<file path="src/rtl/aes_sched_pkg.sv">
`default_nettype none
// ============================================================================
//  Module      : aes_sched_pkg
//  Description : Shared types and constants for the AES-GCM counter-block
//                scheduler: FSM state encoding, block/IV/counter widths,
//                the reserved J0 counter and the num_blocks clamp.
//  Revision    : 1.0  initial release
// ============================================================================
package aes_sched_pkg;

    localparam int BLOCK_W = 128;
    localparam int IV_W    = 96;
    localparam int CTR_W   = 32;

    localparam logic [CTR_W-1:0] J0_CTR     = 32'h1;
    localparam logic [CTR_W-1:0] DATA_CTR0  = 32'h2;
    // Largest data block count: the last data counter is then 32'hFFFFFFFF,
    // so the inc32 counter never wraps back onto the J0 value.
    localparam logic [CTR_W-1:0] MAX_BLOCKS = 32'hFFFFFFFE;

    typedef enum logic [2:0] {
        ST_IDLE       = 3'd0,
        ST_ISSUE_J0   = 3'd1,
        ST_ISSUE_DATA = 3'd2,
        ST_DRAIN      = 3'd3,
        ST_DONE       = 3'd4
    } sched_state_t;

    function automatic logic [CTR_W-1:0] clamp_blocks(input logic [CTR_W-1:0] n);
        return (n > MAX_BLOCKS) ? MAX_BLOCKS : n;
    endfunction

endpackage
`default_nettype wire

</file>
<file path="src/rtl/aes_gcm_ctr_scheduler_if.sv">
`default_nettype none
// ============================================================================
//  Module      : aes_gcm_ctr_scheduler_if
//  Description : Message/handshake bundle of the AES-GCM counter scheduler.
//                master : message source / keystream consumer side
//                slave  : the scheduler
//                Signals: start, iv, num_blocks, ks_pop (to scheduler);
//                aes_in_valid, aes_in_block, ks_valid, ks_is_j0, busy,
//                done, credit_err (from scheduler).
//                With AES_SCHED_ABORT_EN: abort (in), aborted (out).
//  Revision    : 1.0  initial release
// ============================================================================
interface aes_gcm_ctr_scheduler_if;
    import aes_sched_pkg::*;

    logic                start;
    logic [IV_W-1:0]     iv;
    logic [CTR_W-1:0]    num_blocks;
    logic                ks_pop;
    logic                aes_in_valid;
    logic [BLOCK_W-1:0]  aes_in_block;
    logic                ks_valid;
    logic                ks_is_j0;
    logic                busy;
    logic                done;
    logic                credit_err;
`ifdef AES_SCHED_ABORT_EN
    logic                abort;
    logic                aborted;
`endif

    modport master (
        output start, iv, num_blocks, ks_pop,
`ifdef AES_SCHED_ABORT_EN
        output abort,
        input  aborted,
`endif
        input  aes_in_valid, aes_in_block, ks_valid, ks_is_j0, busy, done, credit_err
    );

    modport slave (
        input  start, iv, num_blocks, ks_pop,
`ifdef AES_SCHED_ABORT_EN
        input  abort,
        output aborted,
`endif
        output aes_in_valid, aes_in_block, ks_valid, ks_is_j0, busy, done, credit_err
    );

endinterface
`default_nettype wire

</file>
<file path="src/rtl/aes_sched_track.sv">
`default_nettype none
// ============================================================================
//  Module      : aes_sched_track
//  Description : Latency-matched shadow of the AES pipeline. Each issued
//                block enters as {valid, is_j0} and leaves LATENCY cycles
//                later as the keystream write strobe and J0 marker.
//                Ports: clk, reset, i_valid, i_is_j0 -> o_valid, o_is_j0,
//                o_any_valid (some block is still inside after this cycle).
//  Revision    : 1.0  initial release
// ============================================================================
module aes_sched_track #(
    parameter int LATENCY = 14
) (
    input  wire logic clk,
    input  wire logic reset,
    input  wire logic i_valid,
    input  wire logic i_is_j0,
    output logic      o_valid,
    output logic      o_is_j0,
    output logic      o_any_valid
);

    logic [LATENCY-1:0] r_valid;
    logic [LATENCY-1:0] r_is_j0;

    generate
        if (LATENCY == 1) begin : g_single
            always_ff @(posedge clk) begin
                if (reset) begin
                    r_valid <= '0;
                    r_is_j0 <= '0;
                end else begin
                    r_valid <= i_valid;
                    r_is_j0 <= i_is_j0 & i_valid;
                end
            end
            assign o_any_valid = 1'b0;
        end else begin : g_shift
            always_ff @(posedge clk) begin
                if (reset) begin
                    r_valid <= '0;
                    r_is_j0 <= '0;
                end else begin
                    r_valid <= {r_valid[LATENCY-2:0], i_valid};
                    r_is_j0 <= {r_is_j0[LATENCY-2:0], i_is_j0 & i_valid};
                end
            end
            // The output stage is excluded: that block leaves this cycle, so
            // the drain can finish in step with the final write strobe.
            assign o_any_valid = |r_valid[LATENCY-2:0];
        end
    endgenerate

    assign o_valid = r_valid[LATENCY-1];
    assign o_is_j0 = r_valid[LATENCY-1] & r_is_j0[LATENCY-1];

endmodule
`default_nettype wire

</file>
<file path="src/rtl/aes_gcm_ctr_scheduler.sv">
`default_nettype none
// ============================================================================
//  Module      : aes_gcm_ctr_scheduler
//  Description : Feeds one AES-GCM message into a non-stalling pipelined
//                AES-256 core: J0 = IV||1 first (tag mask), then IV||2,
//                IV||3, ... Issue is gated by credits mirroring free slots
//                in the downstream keystream FIFO.
//                Ports: clk, reset, bus (aes_gcm_ctr_scheduler_if.slave).
//                Optional feature macro: AES_SCHED_ABORT_EN (abort/aborted).
//  Revision    : 1.0  initial release
// ============================================================================
module aes_gcm_ctr_scheduler
    import aes_sched_pkg::*;
#(
    parameter int AES_LATENCY = 14,
    parameter int OUT_DEPTH   = 16
) (
    input  wire logic               clk,
    input  wire logic               reset,
    aes_gcm_ctr_scheduler_if.slave  bus
);

    localparam int                  c_cred_w      = $clog2(OUT_DEPTH + 1);
    localparam logic [c_cred_w-1:0] c_credit_full = c_cred_w'(OUT_DEPTH);
    localparam logic [c_cred_w-1:0] c_credit_one  = c_cred_w'(1);

    sched_state_t           r_state;
    sched_state_t           w_state_nxt;
    logic [IV_W-1:0]        r_iv;
    logic [CTR_W-1:0]       r_ctr;
    logic [CTR_W-1:0]       r_remaining;    // data blocks still to issue
    logic [c_cred_w-1:0]    r_credits;
    logic                   r_credit_err;

    logic w_issue;
    logic w_issue_j0;
    logic w_busy;
    logic w_done;
    logic w_abort;
    logic w_abort_take;
    logic w_have_credit;
    logic w_trk_valid;
    logic w_trk_j0;
    logic w_trk_any;

`ifdef AES_SCHED_ABORT_EN
    logic r_aborted;
    assign w_abort = bus.abort;
`else
    assign w_abort = 1'b0;
`endif

    assign w_have_credit = (r_credits != '0);

    // ------------------------------------------------------------------ FSM
    always_ff @(posedge clk) begin
        if (reset) r_state <= ST_IDLE;
        else       r_state <= w_state_nxt;
    end

    always_comb begin
        w_state_nxt  = r_state;
        w_issue      = 1'b0;
        w_issue_j0   = 1'b0;
        w_busy       = 1'b0;
        w_done       = 1'b0;
        w_abort_take = 1'b0;
        case (r_state)
            ST_IDLE: begin
                if (bus.start) w_state_nxt = ST_ISSUE_J0;
            end
            ST_ISSUE_J0: begin
                w_busy = 1'b1;
                if (w_abort) begin
                    w_abort_take = 1'b1;
                    w_state_nxt  = ST_DRAIN;
                end else if (w_have_credit) begin
                    w_issue     = 1'b1;
                    w_issue_j0  = 1'b1;
                    w_state_nxt = (r_remaining == '0) ? ST_DRAIN : ST_ISSUE_DATA;
                end
            end
            ST_ISSUE_DATA: begin
                w_busy = 1'b1;
                if (w_abort) begin
                    w_abort_take = 1'b1;
                    w_state_nxt  = ST_DRAIN;
                end else if (w_have_credit) begin
                    w_issue = 1'b1;
                    if (r_remaining == 32'd1) w_state_nxt = ST_DRAIN;
                end
            end
            ST_DRAIN: begin
                w_busy = 1'b1;
                if (!w_trk_any) w_state_nxt = ST_DONE;
            end
            ST_DONE: begin
                w_done      = 1'b1;
                w_state_nxt = ST_IDLE;
            end
            default: w_state_nxt = ST_IDLE;
        endcase
    end

    // ------------------------------------------------- message / counter
    always_ff @(posedge clk) begin
        if (reset) begin
            r_iv        <= '0;
            r_ctr       <= '0;
            r_remaining <= '0;
        end else if (r_state == ST_IDLE && bus.start) begin
            r_iv        <= bus.iv;
            r_ctr       <= J0_CTR;
            r_remaining <= clamp_blocks(bus.num_blocks);
        end else if (w_issue) begin
            if (w_issue_j0) begin
                r_ctr <= DATA_CTR0;
            end else begin
                // inc32: the clamp keeps this from ever wrapping
                r_ctr       <= r_ctr + 32'd1;
                r_remaining <= r_remaining - 32'd1;
            end
        end
    end

`ifdef AES_SCHED_ABORT_EN
    always_ff @(posedge clk) begin
        if (reset)                             r_aborted <= 1'b0;
        else if (r_state == ST_IDLE && bus.start) r_aborted <= 1'b0;
        else if (w_abort_take)                 r_aborted <= 1'b1;
    end
    assign bus.aborted = w_done & r_aborted;
`endif

    // -------------------------------------------------------------- credits
    // One credit per free FIFO slot. Issue and pop in one cycle cancel out;
    // a pop with every slot already free is a consumer error and saturates.
    always_ff @(posedge clk) begin
        if (reset) begin
            r_credits    <= c_credit_full;
            r_credit_err <= 1'b0;
        end else begin
            if (bus.ks_pop && r_credits == c_credit_full) r_credit_err <= 1'b1;
            if (w_issue && !bus.ks_pop)
                r_credits <= r_credits - c_credit_one;
            else if (!w_issue && bus.ks_pop && r_credits != c_credit_full)
                r_credits <= r_credits + c_credit_one;
        end
    end

    // -------------------------------------------------------------- tracker
    aes_sched_track #(
        .LATENCY (AES_LATENCY)
    ) u_track (
        .clk         (clk),
        .reset       (reset),
        .i_valid     (w_issue),
        .i_is_j0     (w_issue_j0),
        .o_valid     (w_trk_valid),
        .o_is_j0     (w_trk_j0),
        .o_any_valid (w_trk_any)
    );

    // -------------------------------------------------------------- outputs
    assign bus.aes_in_valid = w_issue;
    assign bus.aes_in_block = w_issue ? {r_iv, r_ctr} : '0;
    assign bus.ks_valid     = w_trk_valid;
    assign bus.ks_is_j0     = w_trk_j0;
    assign bus.busy         = w_busy;
    assign bus.done         = w_done;
    assign bus.credit_err   = r_credit_err;

endmodule
`default_nettype wire

</file>
<file path="src/flat_wrapper.sv">
// flat-port wrapper written by rule: the top's interface ports become plain ports
module aes_gcm_ctr_scheduler_flat import aes_sched_pkg::*;
#(
    parameter int AES_LATENCY = 14,
    parameter int OUT_DEPTH   = 16
)
  (clk, reset, bus_start, bus_iv, bus_num_blocks, bus_ks_pop, bus_aes_in_valid, bus_aes_in_block, bus_ks_valid, bus_ks_is_j0, bus_busy, bus_done, bus_credit_err);
  aes_gcm_ctr_scheduler_if bus_i ();
  input  wire logic clk;
  input  wire logic reset;
  input wire logic [$bits(bus_i.start)-1:0] bus_start;
  input wire logic [$bits(bus_i.iv)-1:0] bus_iv;
  input wire logic [$bits(bus_i.num_blocks)-1:0] bus_num_blocks;
  input wire logic [$bits(bus_i.ks_pop)-1:0] bus_ks_pop;
  output wire logic [$bits(bus_i.aes_in_valid)-1:0] bus_aes_in_valid;
  output wire logic [$bits(bus_i.aes_in_block)-1:0] bus_aes_in_block;
  output wire logic [$bits(bus_i.ks_valid)-1:0] bus_ks_valid;
  output wire logic [$bits(bus_i.ks_is_j0)-1:0] bus_ks_is_j0;
  output wire logic [$bits(bus_i.busy)-1:0] bus_busy;
  output wire logic [$bits(bus_i.done)-1:0] bus_done;
  output wire logic [$bits(bus_i.credit_err)-1:0] bus_credit_err;
  assign bus_i.start = bus_start;
  assign bus_i.iv = bus_iv;
  assign bus_i.num_blocks = bus_num_blocks;
  assign bus_i.ks_pop = bus_ks_pop;
  assign bus_aes_in_valid = bus_i.aes_in_valid;
  assign bus_aes_in_block = bus_i.aes_in_block;
  assign bus_ks_valid = bus_i.ks_valid;
  assign bus_ks_is_j0 = bus_i.ks_is_j0;
  assign bus_busy = bus_i.busy;
  assign bus_done = bus_i.done;
  assign bus_credit_err = bus_i.credit_err;
  aes_gcm_ctr_scheduler #(.AES_LATENCY(AES_LATENCY), .OUT_DEPTH(OUT_DEPTH)) u_core (.clk(clk), .reset(reset), .bus(bus_i));
endmodule
</file>
<file path="config.mk">
export PLATFORM = sky130hd
export DESIGN_NAME = aes_gcm_ctr_scheduler_flat
export DESIGN_NICKNAME = d
export VERILOG_FILES = /design/src/rtl/aes_sched_pkg.sv /design/src/rtl/aes_gcm_ctr_scheduler_if.sv /design/src/rtl/aes_sched_track.sv /design/src/rtl/aes_gcm_ctr_scheduler.sv /design/src/flat_wrapper.sv
export SDC_FILE = /design/constraint.sdc
export NUM_CORES = 1
export LEC_CHECK = 0
export CAP_MARGIN = 15
export CORE_MARGIN = 1.5
export CORE_UTILIZATION = 51
export CTS_CLUSTER_SIZE = 28
export DETAILED_ROUTE_END_ITERATION = 10
export PLACE_DENSITY = 0.91
export RECOVER_POWER = 100
export SKIP_CTS_REPAIR_TIMING = 1
export SLEW_MARGIN = 25
export SYNTH_ARGS = -nofsm -noshare
export SYNTH_HDL_FRONTEND = slang
export SYNTH_SLANG_ARGS = --single-unit
</file>
<file path="constraint.sdc">
create_clock -name clk -period 7.6 [get_ports clk]
set_input_delay 1.14 -clock clk [delete_from_list [all_inputs] [get_ports clk]]
set_output_delay 1.14 -clock clk [all_outputs]
set_load 0.05 [all_outputs]
</file>
==> run_1/port_trees.png <==
Drawn at 3 px/um.
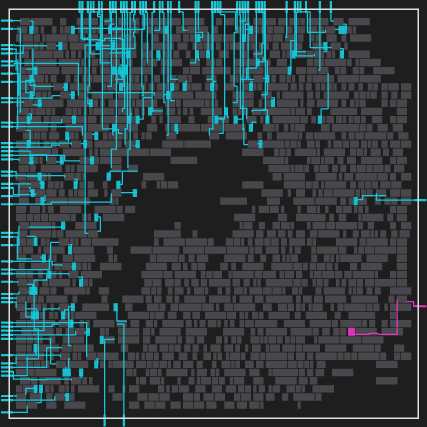
legend:
  bus_done:
    colour: magenta
    direction: output
    end_cells: 1
    wire: 31.2 um
  bus_iv:
    colour: cyan
    direction: input
    end_cells: 96
    wire: 2530 um

==> run_1/ff_map.png <==
Drawn at 2 px/um. Other sequential cells in the stronger grey, the rest of the logic in the fainter grey.
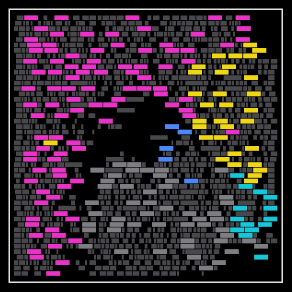
legend:
  u_core.r_credits:
    colour: blue
    sequential_cells: 5
    where: middle
  u_core.r_iv:
    colour: magenta
    sequential_cells: 96
  u_core.r_ctr:
    colour: yellow
    sequential_cells: 32
  u_core.u_track.r_valid:
    colour: cyan
    sequential_cells: 14
    where: bottom right
not coloured: 50

==> flow_summary.toml, run 1 <==
# flow metrics
[place]
post_dp_cell_area_um2 = 11700
place.gp.congestion = 0.866

[logic_synthesis]
edf_count = 0
mappedNetlistNets = 1258
synth-async-reset-ratio_pct = 0
yosys_warnings = 0
synth.cells.most_frequent = "sky130_fd_sc_hd__nand2_1, sky130_fd_sc_hd__dfxtp_1, sky130_fd_sc_hd__and2_1"
netlist_top_cells_area = "sky130_fd_sc_hd__dfxtp_1, sky130_fd_sc_hd__and2_1, sky130_fd_sc_hd__nand2_1"
syn-mean-instance-area_um2 = 8.02
synth.most_common_cell = "sky130_fd_sc_hd__nand2_1"

[timing]
finalClockSkew_ns = 0.0154
final_setup_fails = 0
final.min_clock_period_ns = 6.00
timing_max_transition_violations_final = 265

[cells_and_area]
final_cell_count_no_fill = 1570
growth_of_design_area_from_synthesis_to_finish_pct = 35.5
number_of_flip_flops_in_the_largest_register = 96

[clock_network]
htree_levels = 4
cts-buffers-inserted = 17
cts_tree = "yes"
clkSinkCount = 197
root_buffer = "sky130_fd_sc_hd__clkbuf_16"

[setup_path]
path_buffers = 3
setup.worst_path.class = "reg -> out"
cp-start-kind = "register"
slowest_stage = "sky130_fd_sc_hd__nor4_1"

[floorplan]
chip_area_um2 = 18400
core_util_floorplan_pct = 52.2
floorplan_row_count = 48

[grt]
grt_start_max_net_pins = 99
grt_util_all_layers_pct = 27.0
grt_first_pass_wirelength_mm = 39.9

[flow_run]
log.warning_count = 27
max-cap-violations = 3

[outcome]
result_of_the_run = "finished with violations"
failed_checks = "capacitance limit, slew limit"

[min_path]
hold_path.class = "reg -> reg"

[routing]
avgRoutedWirePerCell_um = 16.0
routed_wirelength_mm = 25.2
count_of_nets_left_with_antenna_violations_after_detail_routing = 0
==> run_1/gates.png <==
Drawn at 3 px/um.
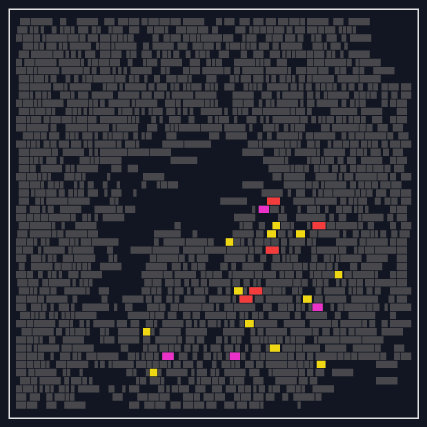
legend:
  non-inverting ao/oa cells:
    colour: yellow
    cells: 12
  mux cells:
    colour: magenta
    cells: 4
    most_used: mux2i_1
    where: bottom middle
  fa/ha/maj cells:
    colour: red
    cells: 5
    most_used: ha_1

==> run_1/clock_nets.png <==
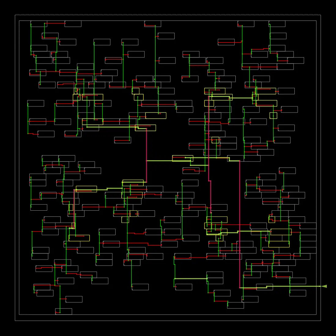
Worst-Skew Late Latency: 0.43 ns
Clock Buffer Count: 19

[run 1: path summary, 6_finish.rpt]
kind / start / to / slack [ns] / cells after the start
worst min register to register: u_core.u_track.r_is_j0[3] / u_core.u_track.r_is_j0[4] / 0.44 / 1
worst min-delay path: u_core.u_track.r_is_j0[3] / u_core.u_track.r_is_j0[4] / 0.44 / 1
worst max register to register: u_core.r_credits[1] / u_core.r_ctr[0] / 3.52 / 7
worst max-delay path: u_core.r_credits[1] / bus_aes_in_block[119] / 1.60 / 6
[run 1: cell families after synthesis]
kind of cell	synth area share (%)
adder cells (fa/ha/maj)	0.696
buffers and inverters	4.30
flip-flops	43.8
XOR/XNOR	3.31
AND-OR/OR-AND	14.1
AND/OR/NAND/NOR	33.3
multiplexers	0.459
[run 1: where the power goes]
part           total, uW  internal [uW]  switching (uW)
sequential          1380           1210             167
clock                850            431             419
combinational       1810            569            1240
total               4030           2210            1820
[run 1: per-stage QoR]
stage               worst slack (ns)  hold WS, ns
global placement                3.23        0.417
floorplan                       4.08        0.414
global route                    1.22        0.451
detailed placement              3.07        0.425
finish                          1.60        0.436
CTS                             2.58        0.440
[run 1: cells in the final DEF, fill, tap and decap left out, drive strengths merged, types with 3 or more instances in the layout]
| cell | Yosys | final |
|---|---|---|
| a211oi | 14 | 14 |
| or4 | 10 | 10 |
| nand4 | 24 | 24 |
| and4 | 5 | 5 |
| nand3 | 17 | 17 |
| o21ai | 23 | 23 |
| a31oi | 5 | 5 |
| nor3 | 18 | 18 |
| xor2 | 21 | 21 |
| o31ai | 5 | 5 |
| nor4 | 25 | 25 |
| mux2i | 3 | 3 |
| clkdlybuf4s50 | 0 | 189 |
| nand2 | 213 | 213 |
| ha | 5 | 5 |
| dfxtp | 197 | 197 |
| o211ai | 6 | 6 |
| nor2 | 62 | 62 |
| or3 | 14 | 14 |
| clkbuf | 67 | 22 |
| a2111oi | 6 | 6 |
| a31o | 3 | 3 |
| and3 | 12 | 12 |
| dlygate4sd3 | 0 | 75 |
| xnor2 | 13 | 13 |
| a221oi | 4 | 4 |
| buf | 12 | 4 |
| a311oi | 3 | 3 |
| a21o | 3 | 3 |
| nor2b | 29 | 29 |
| inv | 16 | 25 |
| a21oi | 121 | 121 |
| clkinv | 2 | 4 |
| and2 | 133 | 133 |
[run 1: worst register-to-register path: cells and delay by family (launching register included)]
kind | cells | cell delay, ns
DFF | 1 | 0.39
and+or+nand+nor | 2 | 1.72
buffers and inverters | 2 | 1.08
AOI/OAI and AO/OA | 3 | 0.80
[run 1: metal layers]
layer,global-route usage [%],vias up,share of wire (%)
met4,12.5,0,3.7
met3,6.51,58,7.7
met1,34.4,4043,41
li1,-,4225,-
met2,43.3,364,48
met5,0,-,0
[run 1: final cells by class]
type,count,area (um^2),area share (%)
multi-input cells,827,4660,38.3
flip-flops and latches,197,3940,32.4
repair buffers,271,2690,22.0
clock buffers,19,433,3.55
well taps,225,282,2.31
clock inverters,13,113,0.924
inverters,18,67.6,0.554
==> run_1/layers.png <==
Drawn at 3 px/um.
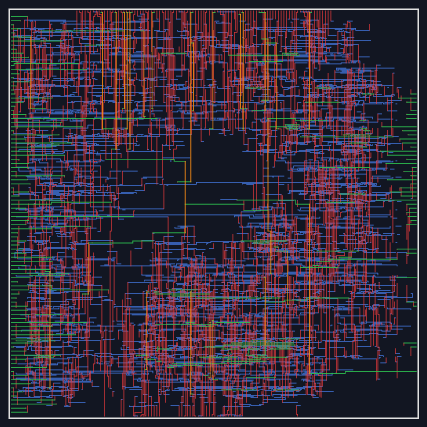

--- run 2 (diff from run 1) ---
- CORE_UTILIZATION: 51 -> 48
- PLACE_DENSITY: 0.91 -> 0.87
- clock period: 7.6 -> 5.9 ns (I/O delays scaled with it)
==> run_2/layers.png <==
Drawn at 3 px/um.
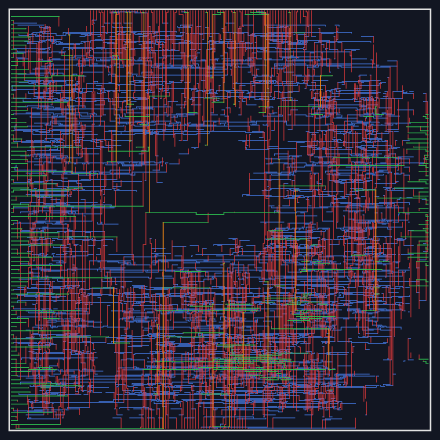
legend:
  M2:
    colour: red
    wire_length: 11800 um
  M1:
    colour: blue
    wire_length: 11000 um
  M3:
    colour: green
    wire_length: 1930 um
  M4:
    colour: orange
    wire_length: 987 um

==> run_2/ff_map.png <==
Drawn at 2 px/um. Other sequential cells in the stronger grey, the rest of the logic in the fainter grey.
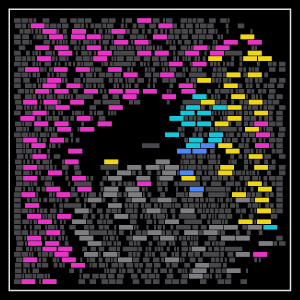
legend:
  u_core.r_iv:
    colour: magenta
    sequential_cells: 96
  u_core.u_track.r_valid:
    colour: cyan
    sequential_cells: 14
  u_core.r_credits:
    colour: blue
    sequential_cells: 5
  u_core.r_ctr:
    colour: yellow
    sequential_cells: 32

==> flow_summary.toml, run 2 <==
# flow metrics
[place]
dpl.hpwl_mm = 17.5
pre_cts_ws_ns = 1.47
place.gp.congestion = 0.892
post_dp_cell_area_um2 = 11700

[logic_synthesis]
synth-async-reset-ratio_pct = 0
synth.cells.most_frequent = "sky130_fd_sc_hd__nand2_1, sky130_fd_sc_hd__dfxtp_1, sky130_fd_sc_hd__and2_1"
syn-mean-instance-area_um2 = 8.02
yosys_warnings = 0
mappedNetlistNets = 1258
syn_area_um2 = 8990
edf_count = 0
synth_cells = 1121
ys_flops = 197
synth.yosys.seq_area_share_pct = 43.8
post-synth-top-area-fraction_pct = 43.8
netlist_top_cells_area = "sky130_fd_sc_hd__dfxtp_1, sky130_fd_sc_hd__and2_1, sky130_fd_sc_hd__nand2_1"
dominantRegCellSynth = "sky130_fd_sc_hd__dfxtp_1"
post_synth_area_from_yosys_stat_um2 = 8990
synth.most_common_cell = "sky130_fd_sc_hd__nand2_1"
synth_cell_type_count = 67

[timing]
finalClockSkew_ns = 0.00769
final_setup_fails = 0
final.period_utilization_pct = 88.2
achievable-frequency_ghz = 0.192
final.min_clock_period_ns = 5.20
timing.max_slew.rel_slack_pct = -177
timing_max_transition_violations_final = 92
final.setup.worst_slack_ns = 0.699
worst_slew_pin_slew_ns = 4.15

[setup_path]
cp_cell_sequence = "clkinv_1 > a211o_1 > inv_2 > clkbuf_2 > and2_1 > dlygate4sd3_1"
critPathMaxFanout = 87
regToRegStartpoint = "u_core.r_credits[4]"
cp_top_family = "buffers and inverters"
r2r_end = "u_core.r_credits[4]"
worstPathArrival_ns = 4.32
path_depth = 6
worst-endpoint-required_ns = 5.02
cp-start-kind = "register"
crit_path_end_kind = "output port"
critical_path.startpoint = "u_core.r_credits[4]"
max_stage_delay_ns = 0.88
worst_case_register_to_register_setup_slack_ns = 3.06
path_buffers = 4
cp-endpoint = "bus_aes_in_block[100]"
r2r.worst_path.cells = 8
setup.worst_path.class = "reg -> out"
slowest_stage = "sky130_fd_sc_hd__dlygate4sd3_1"

[clock_network]
cts-buffers-inserted = 17
cts_tree = "yes"
worst_setup_hold_path_clk_slew_ns = 0.07
clock_tree.buffer_depth = 2
root_buffer = "sky130_fd_sc_hd__clkbuf_16"
clkSinkCount = 197
worst_skew_late_latency_ns = 0.43
htree_levels = 4

[cells_and_area]
comb_area_um2 = 4670
largest_register_by_flop_count = "u_core.r_iv"
fillers = 1482
layout_top_registers = "u_core.r_iv: 96 flops, u_core.r_ctr: 32 flops, u_core.r_remaining: 32 flops"
final_layout_size_suffix_gt1_share_pct = 4.46
mostFrequentLayoutCells = "sky130_fd_sc_hd__nand2_1, sky130_fd_sc_hd__dfxtp_1, sky130_fd_sc_hd__clkdlybuf4s50_1"
number_of_flip_flops_in_the_largest_register = 96
growth_of_design_area_from_synthesis_to_finish_pct = 36.2
final_layout_top_logic_cell = "sky130_fd_sc_hd__nand2_1"
flop_area_um2 = 3940

[grt]
grt_first_pass_wirelength_mm = 41.1
global_route.overflow_total = 0
grt_start_max_net_pins = 102
grt_pass1_vias = 8192
grt_util_all_layers_pct = 26.4
initial_antenna_violation_count = 0

[outcome]
failed_checks = "DRC, capacitance limit, slew limit"
result_of_the_run = "finished with violations"

[floorplan]
chipWidth_um = 140
core_util_floorplan_pct = 49.6
die-height_um = 140
chip_area_um2 = 19600
floorplan_row_count = 49

[min_path]
hold_path.class = "reg -> reg"

[routing]
routed_wirelength_mm = 25.7
initialDrtViolationCount = 506
drt-pass1-iter-count = 8
count_of_nets_left_with_antenna_violations_after_detail_routing = 0
drt_drc_violations_left = 12
avgRoutedWirePerCell_um = 16.3
via_per_inst = 5.45

[flow_run]
log.warning_count = 29
max-cap-violations = 1

[power_and_ir_drop]
vdd_ir_drop_max_v = 0.000218
-- run 2: worst min-delay path by stage --
stage,startpoint,end,slack (ns),cells past startpoint
3_5_place_dp,u_core.u_track.r_is_j0[4],u_core.u_track.r_is_j0[5],0.43,1
6_report,u_core.u_track.r_is_j0[11],u_core.u_track.r_is_j0[12],0.44,1
3_3_place_gp,u_core.u_track.r_is_j0[11],u_core.u_track.r_is_j0[12],0.42,1
5_1_grt,u_core.u_track.r_is_j0[4],u_core.u_track.r_is_j0[5],0.45,1
4_1_cts,u_core.u_track.r_is_j0[10],u_core.u_track.r_is_j0[11],0.44,1
2_1_floorplan,u_core.u_track.r_is_j0[9],u_core.u_track.r_is_j0[10],0.41,1
-- run 2: power by group --
part / internal, uW / switching [uW] / total (uW)
Combinational: 720 / 1600 / 2320
Sequential: 1560 / 208 / 1770
Clock: 663 / 510 / 1170
-- run 2: worst reg2reg max path, delay by kind of cell (launching register included) --
family,cells,cell delay (ns)
buffers and inverters,1,0.33
adders and majority gates,1,0.27
AOI/OAI and AO/OA,3,1.12
DFF,1,0.54
xor gates and xnor gates,1,0.15
and+or+nand+nor,2,0.33
-- run 2: layout make-up --
cell class	instances	share of cell area, %
sequential	197	32.2
multi-input combinational	827	38.1
tap	229	2.34
clock inverter	10	0.991
timing repair buffer	271	21.9
inverter	18	0.552
clock buffer	22	3.87
-- run 2: per-layer routing --
metal	vias up	part of all wire (%)	global-route usage [%]
met5	-	0	0
met2	354	46	42.7
li1	4229	-	-
met4	0	3.8	13.2
met1	3928	43	32.8
met3	66	7.5	6.56
-- run 2: kinds of logic after synthesis --
group	after synthesis	share of synthesized area (%)
AOI/OAI and AO/OA	208	14.1
xor gates and xnor gates	34	3.31
muxes	4	0.459
adders and majority gates	5	0.696
buffers and inverters	97	4.30
DFF	197	43.8
and+or+nand+nor	576	33.3
-- run 2: through the flow --
step / total power, uW / hold slack (ns) / std cells
floorplan: 3460 / 0.414 / 1121
global placement: 4080 / 0.417 / 1542
detailed placement: 4140 / 0.427 / 1542
CTS: 5330 / 0.445 / 1574
global route: 5580 / 0.455 / 1574
finish: 5270 / 0.437 / 1574
--- run 3 (diff from run 2) ---
- SKIP_CTS_REPAIR_TIMING: 1 -> unset
==> run_3/ff_map.png <==
Drawn at 2 px/um. Other sequential cells in the stronger grey, the rest of the logic in the fainter grey.
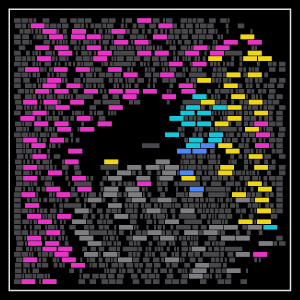
power in sequential cells: 1770 uW
Seq/total area: 32.2%
total area of sequential cells: 3940 um^2
Layout Utilization: 67.5%

==> flow_summary.toml, run 3 <==
# flow metrics
[outcome]
result_of_the_run = "finished with violations"
failed_checks = "DRC, capacitance limit, slew limit"

[clock_network]
worst_setup_hold_path_clk_slew_ns = 0.07
worst_skew_late_latency_ns = 0.43
cts_tree = "yes"
root_buffer = "sky130_fd_sc_hd__clkbuf_16"
clkSinkCount = 197
htree_levels = 4

[place]
place.gp.congestion = 0.892
dpl.hpwl_mm = 17.5
pre_cts_ws_ns = 1.47
post-place-cells = 1542

[timing]
final_setup_fails = 0
achievable-frequency_ghz = 0.192
final.period_utilization_pct = 88.2
final.min_clock_period_ns = 5.20
timing_max_transition_violations_final = 92
timing.max_slew.rel_slack_pct = -177

[grt]
initial_antenna_violation_count = 0
grt_util_all_layers_pct = 26.4
grt_start_max_net_pins = 102
global_route.overflow_total = 0

[setup_path]
worstPathArrival_ns = 4.32
worst-endpoint-required_ns = 5.02
r2r.worst_path.cells = 8
r2r_end = "u_core.r_credits[4]"
setup.worst_path.class = "reg -> out"
cp-start-kind = "register"
worst_case_register_to_register_setup_slack_ns = 3.06
critical_path.startpoint = "u_core.r_credits[4]"

[cells_and_area]
comb_area_um2 = 4670
number_of_flip_flops_in_the_largest_register = 96
fillers = 1482
mostFrequentLayoutCells = "sky130_fd_sc_hd__nand2_1, sky130_fd_sc_hd__dfxtp_1, sky130_fd_sc_hd__clkdlybuf4s50_1"

[logic_synthesis]
synth_cell_type_count = 67
dominantRegCellSynth = "sky130_fd_sc_hd__dfxtp_1"
syn_area_um2 = 8990
synth.most_common_cell = "sky130_fd_sc_hd__nand2_1"
synth.cells.most_frequent = "sky130_fd_sc_hd__nand2_1, sky130_fd_sc_hd__dfxtp_1, sky130_fd_sc_hd__and2_1"
synth.yosys.seq_area_share_pct = 43.8
synth-async-reset-ratio_pct = 0
mappedNetlistNets = 1258

[power_and_ir_drop]
internal-power_uw = 2940
power.clock.fraction_pct = 22.3

[routing]
drt_drc_violations_left = 12
avgRoutedWirePerCell_um = 16.3
routed_wirelength_mm = 25.7

[flow_run]
max-cap-violations = 1

[floorplan]
die-height_um = 140
==> run_3/clock_nets.png <==
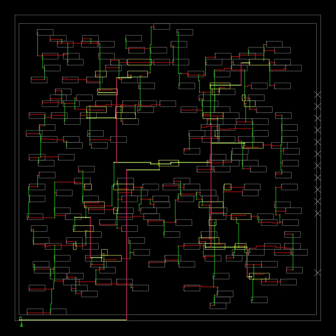
Setup Skew: 0.00769 ns
power consumed by the clock network: 1170 uW
number of buffers created by CTS: 17

## run 3: worst max-delay path, cell delays in order, from the launching register on
cell and delay [ns]:
sky130_fd_sc_hd__dfxtp_1 0.54, sky130_fd_sc_hd__clkinv_1 0.33, sky130_fd_sc_hd__a211o_1 0.44, sky130_fd_sc_hd__inv_2 0.82, sky130_fd_sc_hd__clkbuf_2 0.63, sky130_fd_sc_hd__and2_1 0.23
sky130_fd_sc_hd__dlygate4sd3_1 0.88
## run 3: cell families after synthesis
| kind of cell | Yosys count | synth area share (%) |
|---|---|---|
| adders and majority gates | 5 | 0.696 |
| muxes | 4 | 0.459 |
| DFF | 197 | 43.8 |
| and+or+nand+nor | 576 | 33.3 |
| buffers and inverters | 97 | 4.30 |
| AOI/OAI and AO/OA | 208 | 14.1 |
| xor gates and xnor gates | 34 | 3.31 |
## run 3: area by class of cell
cell class	count	area share (%)
sequential	197	32.2
multi-input combinational	827	38.1
timing repair buffer	271	21.9
clock inverter	10	0.991
inverter	18	0.552
clock buffer	22	3.87
tap	229	2.34
## run 3: how the worst min path moves through the flow
stage	to	slack, ns	cells past startpoint
after floorplan	u_core.u_track.r_is_j0[10]	0.41	1
final	u_core.u_track.r_is_j0[12]	0.44	1
after detailed placement	u_core.u_track.r_is_j0[5]	0.43	1
after global routing	u_core.u_track.r_is_j0[5]	0.45	1
after global placement	u_core.u_track.r_is_j0[12]	0.42	1
after CTS	u_core.u_track.r_is_j0[11]	0.44	1
## run 3: per-layer routing
layer	vias up	part of all wire [%]	wire length, um	track usage, %
li1	4229	-	-	-
met1	3928	43	11000	32.8
met2	354	46	11800	42.7
met3	66	7.5	1930	6.56
met4	0	3.8	986	13.2
met5	-	0	0	0
## run 3: metrics by stage
step	util, %	area [um^2]
after floorplan	-	8990
after global placement	64.3	11700
after detailed placement	64.3	11700
after CTS	67.6	12300
after global routing	67.5	12300
final	67.5	12300
## run 3: power groups by stage
stage	logic, uW	clock network, uW	registers (uW)
after floorplan	1750	0	1710
after global placement	2300	0	1780
after detailed placement	2360	0	1790
after CTS	2380	1190	1760
after global routing	2530	1250	1800
final	2320	1170	1770
Power figures rest on the tool's default switching activity, not on a simulated workload.
